--- src/rtl/word_to_block_deser.sv ---
// word_to_block_deser
//   Assembles N = BLOCK_W/IN_W words, strobed in by an asynchronous host
//   load pin, into one BLOCK_W-bit block. The block is offered to the hash
//   core over a ready/valid handshake. One full block can wait behind the
//   output register (PEND).
//
//   Optional feature macro: DESER_TIMEOUT_EN
//     Defined:   a partial block that sees no capture for TIMEOUT_CYC cycles
//                (while in_en = 1) is discarded, and timeout_err pulses.
//     Undefined: a partial block waits indefinitely; timeout_err is tied 0.
//
//   Ports
//     clk, rst_p   system clock; asynchronous active-high reset
//     in_en        accept strobes (low: ignore them and keep all state)
//     load         asynchronous host strobe; each rising edge is one word
//     part_in      host word, stable around the load rising edge
//     msb_first    1: word 0 lands in the top IN_W bits; sampled at word 0
//     block        assembled block
//     block_valid  block holds a complete, unconsumed block
//     block_ready  consumer accepts when block_valid & block_ready
//     word_cnt     words captured into the current partial block
//     overflow     sticky: a word was dropped while a block was pending
//     timeout_err  one-cycle pulse: a partial block was discarded

// One word slot of the assembly register. nxt exposes the value the slot
// takes at the coming edge, so a block that completes this cycle can be
// loaded into the output register at the same edge.
module word_to_block_slot #(
  parameter int IN_W = 8
) (
  input  logic            clk,
  input  logic            rst_p,
  input  logic            we,
  input  logic [IN_W-1:0] din,
  output logic [IN_W-1:0] q,
  output logic [IN_W-1:0] nxt
);
  assign nxt = we ? din : q;

  always_ff @(posedge clk or posedge rst_p) begin
    if (rst_p) q <= '0;
    else       q <= nxt;
  end
endmodule

module word_to_block_deser #(
  parameter int IN_W        = 8,
  parameter int BLOCK_W     = 256,
  parameter int SYNC_STAGES = 2,
  parameter int TIMEOUT_CYC = 1024
) (
  input  logic                                  clk,
  input  logic                                  rst_p,
  input  logic                                  in_en,
  input  logic                                  load,
  input  logic [IN_W-1:0]                       part_in,
  input  logic                                  msb_first,
  output logic [BLOCK_W-1:0]                    block,
  output logic                                  block_valid,
  input  logic                                  block_ready,
  output logic [$clog2(BLOCK_W/IN_W)-1:0]       word_cnt,
  output logic                                  overflow,
  output logic                                  timeout_err
);
  localparam int N  = BLOCK_W / IN_W;
  localparam int CW = $clog2(N);

  typedef enum logic [1:0] {IDLE, FILL, PEND} state_t;
  state_t state;

  // Strobe synchronizer plus delay flop for rising-edge detect. Runs
  // regardless of in_en so re-enabling never fabricates an edge.
  logic [SYNC_STAGES-1:0] sync_q;
  logic                   dly_q;
  logic                   ld_edge;

  always_ff @(posedge clk or posedge rst_p) begin
    if (rst_p) begin
      sync_q <= '0;
      dly_q  <= 1'b0;
    end else begin
      sync_q <= {sync_q[SYNC_STAGES-2:0], load};
      dly_q  <= sync_q[SYNC_STAGES-1];
    end
  end

  assign ld_edge = sync_q[SYNC_STAGES-1] & ~dly_q;

  logic cap, last, hs, out_free, order_q, order;
  logic [CW-1:0] slot_idx;

  assign cap      = ld_edge & in_en & (state != PEND);
  assign last     = cap & (word_cnt == CW'(N-1));
  assign hs       = block_valid & block_ready;
  assign out_free = ~block_valid | block_ready;
  // Word 0 takes its order from the pin; later words use the latched order.
  assign order    = (state == IDLE) ? msb_first : order_q;
  assign slot_idx = order ? (CW'(N-1) - word_cnt) : word_cnt;

  // Assembly register: slot p holds bits [p*IN_W +: IN_W] of the block.
  logic [N-1:0][IN_W-1:0] slot_q, slot_nxt;
  logic [N-1:0]           slot_we;

  for (genvar p = 0; p < N; p++) begin : g_slot
    assign slot_we[p] = cap & (slot_idx == CW'(p));
    word_to_block_slot #(.IN_W(IN_W)) u_slot (
      .clk   (clk),
      .rst_p (rst_p),
      .we    (slot_we[p]),
      .din   (part_in),
      .q     (slot_q[p]),
      .nxt   (slot_nxt[p])
    );
  end

`ifdef DESER_TIMEOUT_EN
  localparam int TW = $clog2(TIMEOUT_CYC + 1);
  logic [TW-1:0] to_cnt;
`else
  assign timeout_err = 1'b0;
`endif

  always_ff @(posedge clk or posedge rst_p) begin
    if (rst_p) begin
      state       <= IDLE;
      word_cnt    <= '0;
      order_q     <= 1'b0;
      block       <= '0;
      block_valid <= 1'b0;
      overflow    <= 1'b0;
`ifdef DESER_TIMEOUT_EN
      to_cnt      <= '0;
      timeout_err <= 1'b0;
`endif
    end else begin
`ifdef DESER_TIMEOUT_EN
      timeout_err <= 1'b0;
`endif
      if (ld_edge & in_en & (state == PEND)) overflow <= 1'b1;
      // Consumed block drops valid unless a new block is loaded below.
      if (hs) block_valid <= 1'b0;

      case (state)
        IDLE: begin
          if (cap) begin
            order_q  <= msb_first;
            word_cnt <= CW'(1);
            state    <= FILL;
`ifdef DESER_TIMEOUT_EN
            to_cnt   <= '0;
`endif
          end
        end
        FILL: begin
          if (cap) begin
`ifdef DESER_TIMEOUT_EN
            to_cnt <= '0;
`endif
            if (last) begin
              word_cnt <= '0;
              if (out_free) begin
                block       <= slot_nxt;
                block_valid <= 1'b1;
                state       <= IDLE;
              end else begin
                state <= PEND;
              end
            end else begin
              word_cnt <= word_cnt + CW'(1);
            end
          end
`ifdef DESER_TIMEOUT_EN
          else if (in_en) begin
            if (to_cnt == TW'(TIMEOUT_CYC - 1)) begin
              to_cnt      <= '0;
              word_cnt    <= '0;
              state       <= IDLE;
              timeout_err <= 1'b1;
            end else begin
              to_cnt <= to_cnt + TW'(1);
            end
          end
`endif
        end
        PEND: begin
          // block_valid is necessarily 1 here; hand over without a bubble.
          if (hs) begin
            block       <= slot_q;
            block_valid <= 1'b1;
            state       <= IDLE;
          end
        end
        default: state <= IDLE;
      endcase
    end
  end
endmodule

--- config.mk ---
export PLATFORM = sky130hd
export DESIGN_NAME = word_to_block_deser
export DESIGN_NICKNAME = d
export VERILOG_FILES = /design/src/rtl/word_to_block_deser.sv
export SDC_FILE = /design/constraint.sdc
export NUM_CORES = 1
export LEC_CHECK = 0
export ABC_AREA = 1
export CORE_MARGIN = 2
export CORE_UTILIZATION = 55
export DETAILED_ROUTE_END_ITERATION = 10
export GPL_ROUTABILITY_DRIVEN = 0
export PLACE_DENSITY_LB_ADDON = 0.2
export SETUP_SLACK_MARGIN = 0.05
export SLEW_MARGIN = 20
export SYNTH_ARGS = -nofsm -noshare
export SYNTH_HDL_FRONTEND = slang
export SYNTH_SLANG_ARGS = --single-unit
--- constraint.sdc ---
create_clock -name clk -period 21.3 [get_ports clk]
set_input_delay 4.26 -clock clk [delete_from_list [all_inputs] [get_ports clk]]
set_output_delay 4.26 -clock clk [all_outputs]
set_load 0.1 [all_outputs]
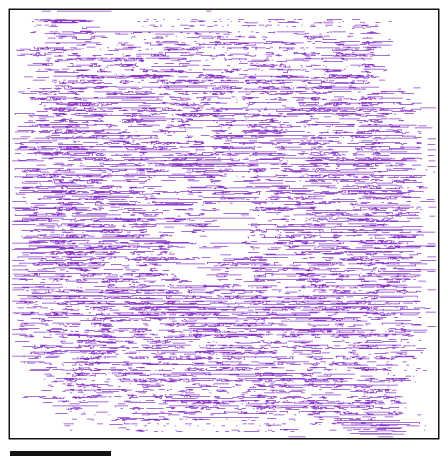
Run 1: signal wires on met1
The bar under the picture is 50 um long.
- main direction: horizontal
- longest straight run: 67.2 um
- share of all routed wire: 43%
- nets with wire on the layer: 2670
- wire length on this layer: 27.4 mm

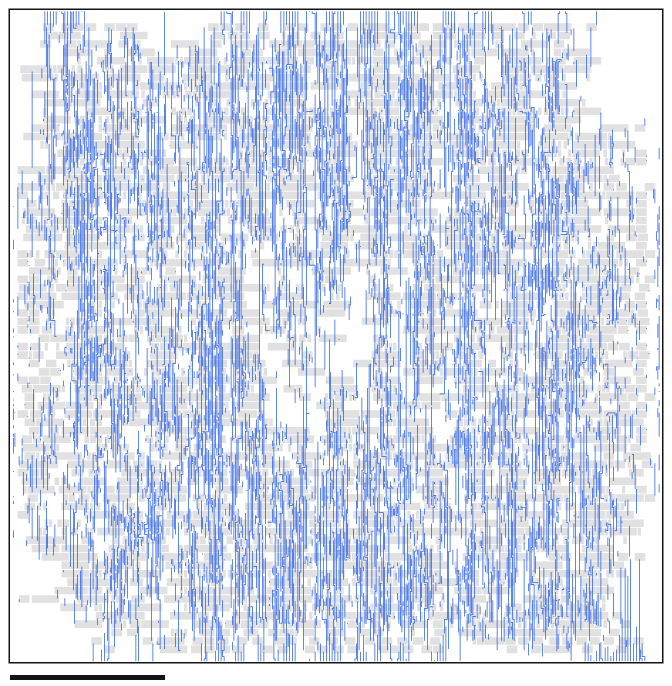
Run 1: the metal 2 layer
The bar under the picture is 50 um long.
- wire length on this layer: 29.6 mm
- nets with wire on the layer: 2349
- share of all routed wire: 46%
- main direction: vertical

==> reports/results.tsv, run 1 <==
metric	value	unit
outcome	finished, final reports clean	
endpoints failing hold	0	
Complex Gates by Area	0.4411	%
placed inst area	26280	um^2
Max-slew headroom	23.65	%
CP Capture Type	register	
std cell rows	75	
ant diodes	0	
Slew @ Worst Pin	1.145	ns
yosys cell count	2623	
most area-hungry cell type in the Yosys netlist	dfrtp_1	
Basic Gates by Area	35.33	%
Detailed Routing Iterations Pass 1	5	
Crit Path Category	input port to register	
chip area	44480	um^2
final setup violation count	0	
worst-path fanout max	73	
CTS max path bufs	3	
max-slew violation count	0	
Die X	210.9	um
ys flops	525	
global route overflow	0	
register area share after synthesis	55.80	%
WP data arrival	8.01	ns
Cell area leaders	dfrtp_1, nand2_1, nand3_1, and2_1, inv_1	
post-synth area from yosys stat	23540	um^2
Die Height	210.9	um
root buf cell	clkbuf_16	
vias per inst	5.408	
worst hold margin	0.3505	ns
CP bufs+invs	4	
I/O pin cnt	278	
Post-Synthesis Net Count	2642	
met2 GRT Util	45.32	%
vias after detailed routing	18490	
Final Instance Area	28270	um^2
Tool Warnings	33	
clock-pin slew on the worst setup and hold paths	0.06	ns
CP peak stage delay	0.81	ns
gr usage total	29.06	%
FP Core Util	55.88	%
distinct lib cells	34	
antenna violations before repair	0	
Top cell excl fill/tap	nand2_1	
# Post-CTS Setup Buffers	0	
PortBufs	276	
setup TNS	0	ns
Num CTS Buffers	53	
number of remaining DRC errors	0	
worst endpoint required time	21.83	ns
vias in the first global route	18580	
DR WL met3	4.426	mm
final worst-path cycle share	35.13	%
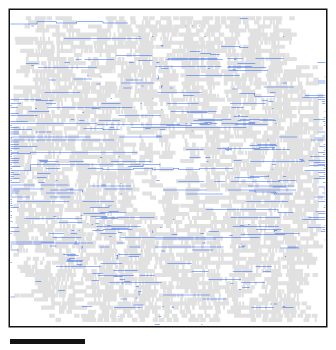
Run 1: signal wires on met3
The bar under the picture is 50 um long.
- main direction: horizontal
- wire length on this layer: 4430 um

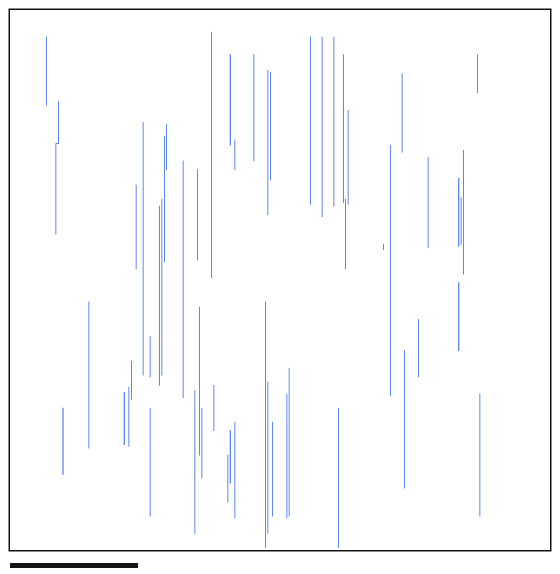
Run 1: met4 routing
The bar under the picture is 50 um long.
- nets with wire on the layer: 36
- longest straight run: 98.6 um
- wire length on this layer: 2360 um

[run 1: sequential cells by signal, indices dropped and copies added (netlist names)]
name / flops
state: 2
overflow: 1
word_cnt: 5
dly_q: 1
sync_q: 2
order_q: 1
block: 256
g_slot.u_slot.q: 256
block_valid: 1
[run 1: path summary, 6_finish.rpt]
kind / start / endpoint / slack (ns) / cells after the start
worst max-delay path: in_en / block[145] / 13.82 / 11
min in group asynchronous: rst_p / block[23] / 4.07 / 2
worst min-delay path: sync_q[0] / sync_q[1] / 0.35 / 0
max in group asynchronous: rst_p / block[86] / 14.89 / 5
worst min register to register: sync_q[0] / sync_q[1] / 0.35 / 0
worst max register to register: word_cnt[1] / block[145] / 17.09 / 12
[run 1: cells in the mapped netlist (all sizes together)]
cell type / n
a21o: 1
a22oi: 1
o211ai: 2
a211oi: 1
nor2: 27
clkbuf: 33
conb: 1
o22ai: 1
nor3: 2
ha: 5
inv: 288
xor2: 1
nand3: 562
nand2: 809
buf: 96
o21ai: 6
dfrtp: 525
and2: 256
a21oi: 6
[run 1: layout make-up]
class	count	area (um^2)
Fill cell	3321	13870
Sequential cell	525	13140
Multi-Input combinational cell	1681	8504
Timing Repair Buffer	289	2900
Clock buffer	76	1554
Inverter	288	1101
Tap cell	539	674.4
Clock inverter	20	394.1
[run 1: per-stage QoR]
step	instances	util, %	worst slack (ns)
2_1_floorplan	2623	-	2.372
3_5_place_dp	3321	62.38	13.29
6_report	3418	67.09	13.82
3_3_place_gp	3321	62.38	13.37
4_1_cts	3417	67.00	13.92
5_1_grt	3418	67.09	13.58
==> run 2, diff against run 1 <==
clock period = 7.55 ns   (was 21.3 ns; I/O delays follow)
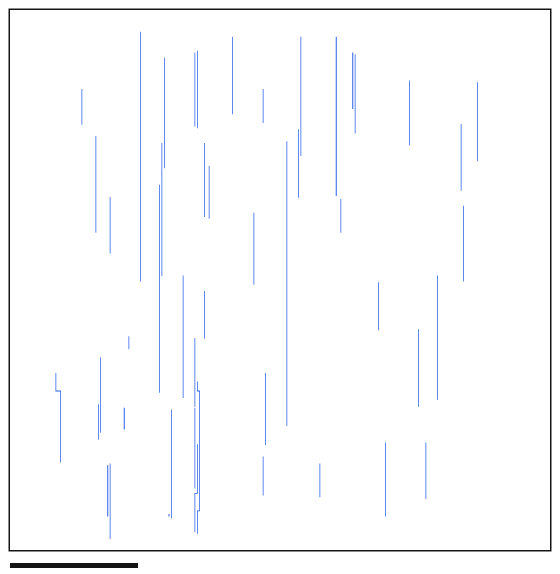
Run 2: met4 routing
The bar under the picture is 50 um long.
- wire length on this layer: 1550 um
- main direction: vertical
- longest straight run: 111 um
- nets with wire on the layer: 33
- share of all routed wire: 2.5%

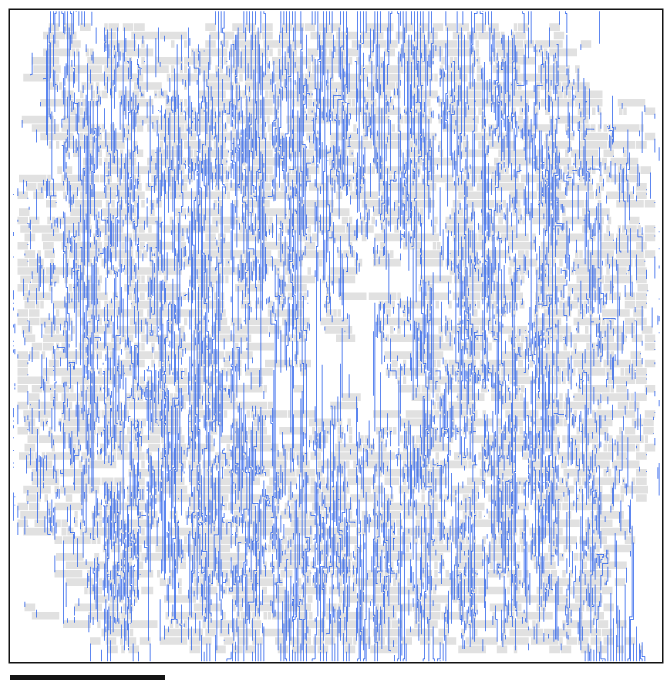
Run 2: the metal 2 layer
The bar under the picture is 50 um long.
- longest straight run: 81.3 um
- share of all routed wire: 47%
- main direction: vertical
- nets with wire on the layer: 2319
- wire length on this layer: 29.6 mm

==> reports/results.tsv, run 2 <==
metric	value	unit
outcome	finished, final reports clean	
final worst-path cycle share	55.25	%
worst-path fanout max	192	
Avg Cell Area, Syn	8.976	um^2
Final Instance Area	28130	um^2
register area	13140	um^2
WP data arrival	4.65	ns
endpoints failing hold	0	
I/O pin cnt	278	
Crit Path Category	input port to register	
PortBufs	276	
Synth top cell by count	nand2_1	
Final Worst Setup Slack	3.379	ns
Top cell excl fill/tap	nand2_1	
vias per inst	5.375	
post-synth area from yosys stat	23540	um^2
Die Height	210.9	um
std cell rows	75	
placed inst area	26320	um^2
# Post-CTS Setup Buffers	0	
chip area	44480	um^2
global route overflow	0	
dpl cells	3321	
max-slew violation count	0	
CP peak stage delay	0.73	ns
Comb area	8504	um^2
Detailed Routing Iterations Pass 1	6	
commonest cells in the synthesized netlist	nand2_1, dfrtp_1, nand3_1, inv_1, and2_1	
Synth Instances	2623	
most area-hungry cell type in the Yosys netlist	dfrtp_1	
Post-synth EDFFs	0	
CP Cell Sequence	clkdlybuf4s50_1 -> inv_1 -> nor3_2 -> nand3_1 -> nand2_1 -> nand2_1 -> nor2_4 -> clkinv_8 -> buf_4 -> nand2_1 -> nand2_1	
register area share after synthesis	55.80	%
share of layout cells above drive strength 1	6.984	%
number of remaining DRC errors	0	
CTS tree	yes	
Synth-to-Final Area Change	19.46	%
yosys cell count	2623	
Reg2Reg Setup Slack	3.85	ns
worst reg2reg startpoint	word_cnt[1]	
worst r2r path cells	12	
Startpoint Class	input port	
gr usage total	28.72	%
Dominant flop cell	dfrtp_1	
dominant logic cell types in the final layout	nand2_1, dfrtp_1, nand3_1	
final setup violation count	0	
vias in the first global route	18340	
RR Endpoint	block[61]	
area fraction in mux cells	0	%
CP Capture Type	register	
Post-Synthesis Net Count	2642	
fin cells	3417	
pre-CTS setup slack	2.997	ns
ant diodes	0	
CP endpoint	block[61]	
Hold EP	sync_q[1]	
root buf cell	clkbuf_16	
Layout fillers	3361	
distinct lib cells	34	
ys flops	525	
antenna violations before repair	0	
Slew @ Worst Pin	1.122	ns
Max-slew headroom	24.97	%
asr flop ratio synth	100.0	%
setup TNS	0	ns
FP Core Util	55.88	%
Core ar.	42130	um^2
launch point of the worst hold path	sync_q[0]	
Basic Gates by Area	35.33	%
CTS max path bufs	3	
Tool Warnings	35	
vias after detailed routing	18370	
biggest registers after layout	block (256), g_slot.u_slot.q (256), word_cnt (5)	
CP startpoint	in_en	
clock-pin slew on the worst setup and hold paths	0.06	ns
worst endpoint required time	8.03	ns
CP bufs+invs	4	
Hold Path Stages	0	
Cell area leaders	dfrtp_1, nand2_1, nand3_1, and2_1, inv_1	
Die X	210.9	um
Complex Gates by Area	0.4411	%
CP Depth	11	
Num CTS Buffers	54	
-- run 2: cell count changes in the layout (fill, tap and decap cells not counted) --
cell        before  now
buf_12           1    4
buf_16           1    0
buf_4            9    8
buf_6            2    0
bufinv_16       11    4
clkbuf_1        10   13
clkbuf_16       54   57
clkbuf_8        12   11
clkinv_2         5   10
clkinvlp_4       3    2
inv_8            2    0
-- run 2: cell families (layout without fill, tap and decap cells) --
group	count (synthesis)	in the layout
and+or+nand+nor	1656	1656
DFF	525	525
buffers and inverters	417	672
AOI/OAI and AO/OA	18	18
adders and majority gates	5	5
other	1	1
xor gates and xnor gates	1	1
-- run 2: worst reg2reg max path, delay by kind of cell (launching register included) --
kind / cells / cell delay (ns)
buffers and inverters: 3 / 1.45
AND/OR/NAND/NOR: 7 / 1.19
flip-flops: 1 / 0.50
adder cells (fa/ha/maj): 2 / 0.45
-- run 2: layer usage --
layer | global-route usage (%) | vias up | wire (um)
met5 | 0 | - | 0
met4 | 8.499 | 0 | 1551
met3 | 5.233 | 111 | 4346
met2 | 45.98 | 685 | 29560
met1 | 40.36 | 8979 | 27010
li1 | - | 8592 | -
-- run 2: stage by stage --
step	hold WS, ns	utilization (%)
after floorplan	0.3312	-
after global placement	0.3355	62.46
after detailed placement	0.3403	62.46
after CTS	0.3535	66.74
after global routing	0.3653	66.75
final	0.3525	66.75
-- run 2: area by class of cell --
type                       count  share of cell area (%)
sequential                   525                   46.71
multi-input combinational   1681                   30.24
timing repair buffer         288                   10.32
clock buffer                  81                   5.783
inverter                     288                   3.919
tap                          539                   2.398
clock inverter                15                  0.6317
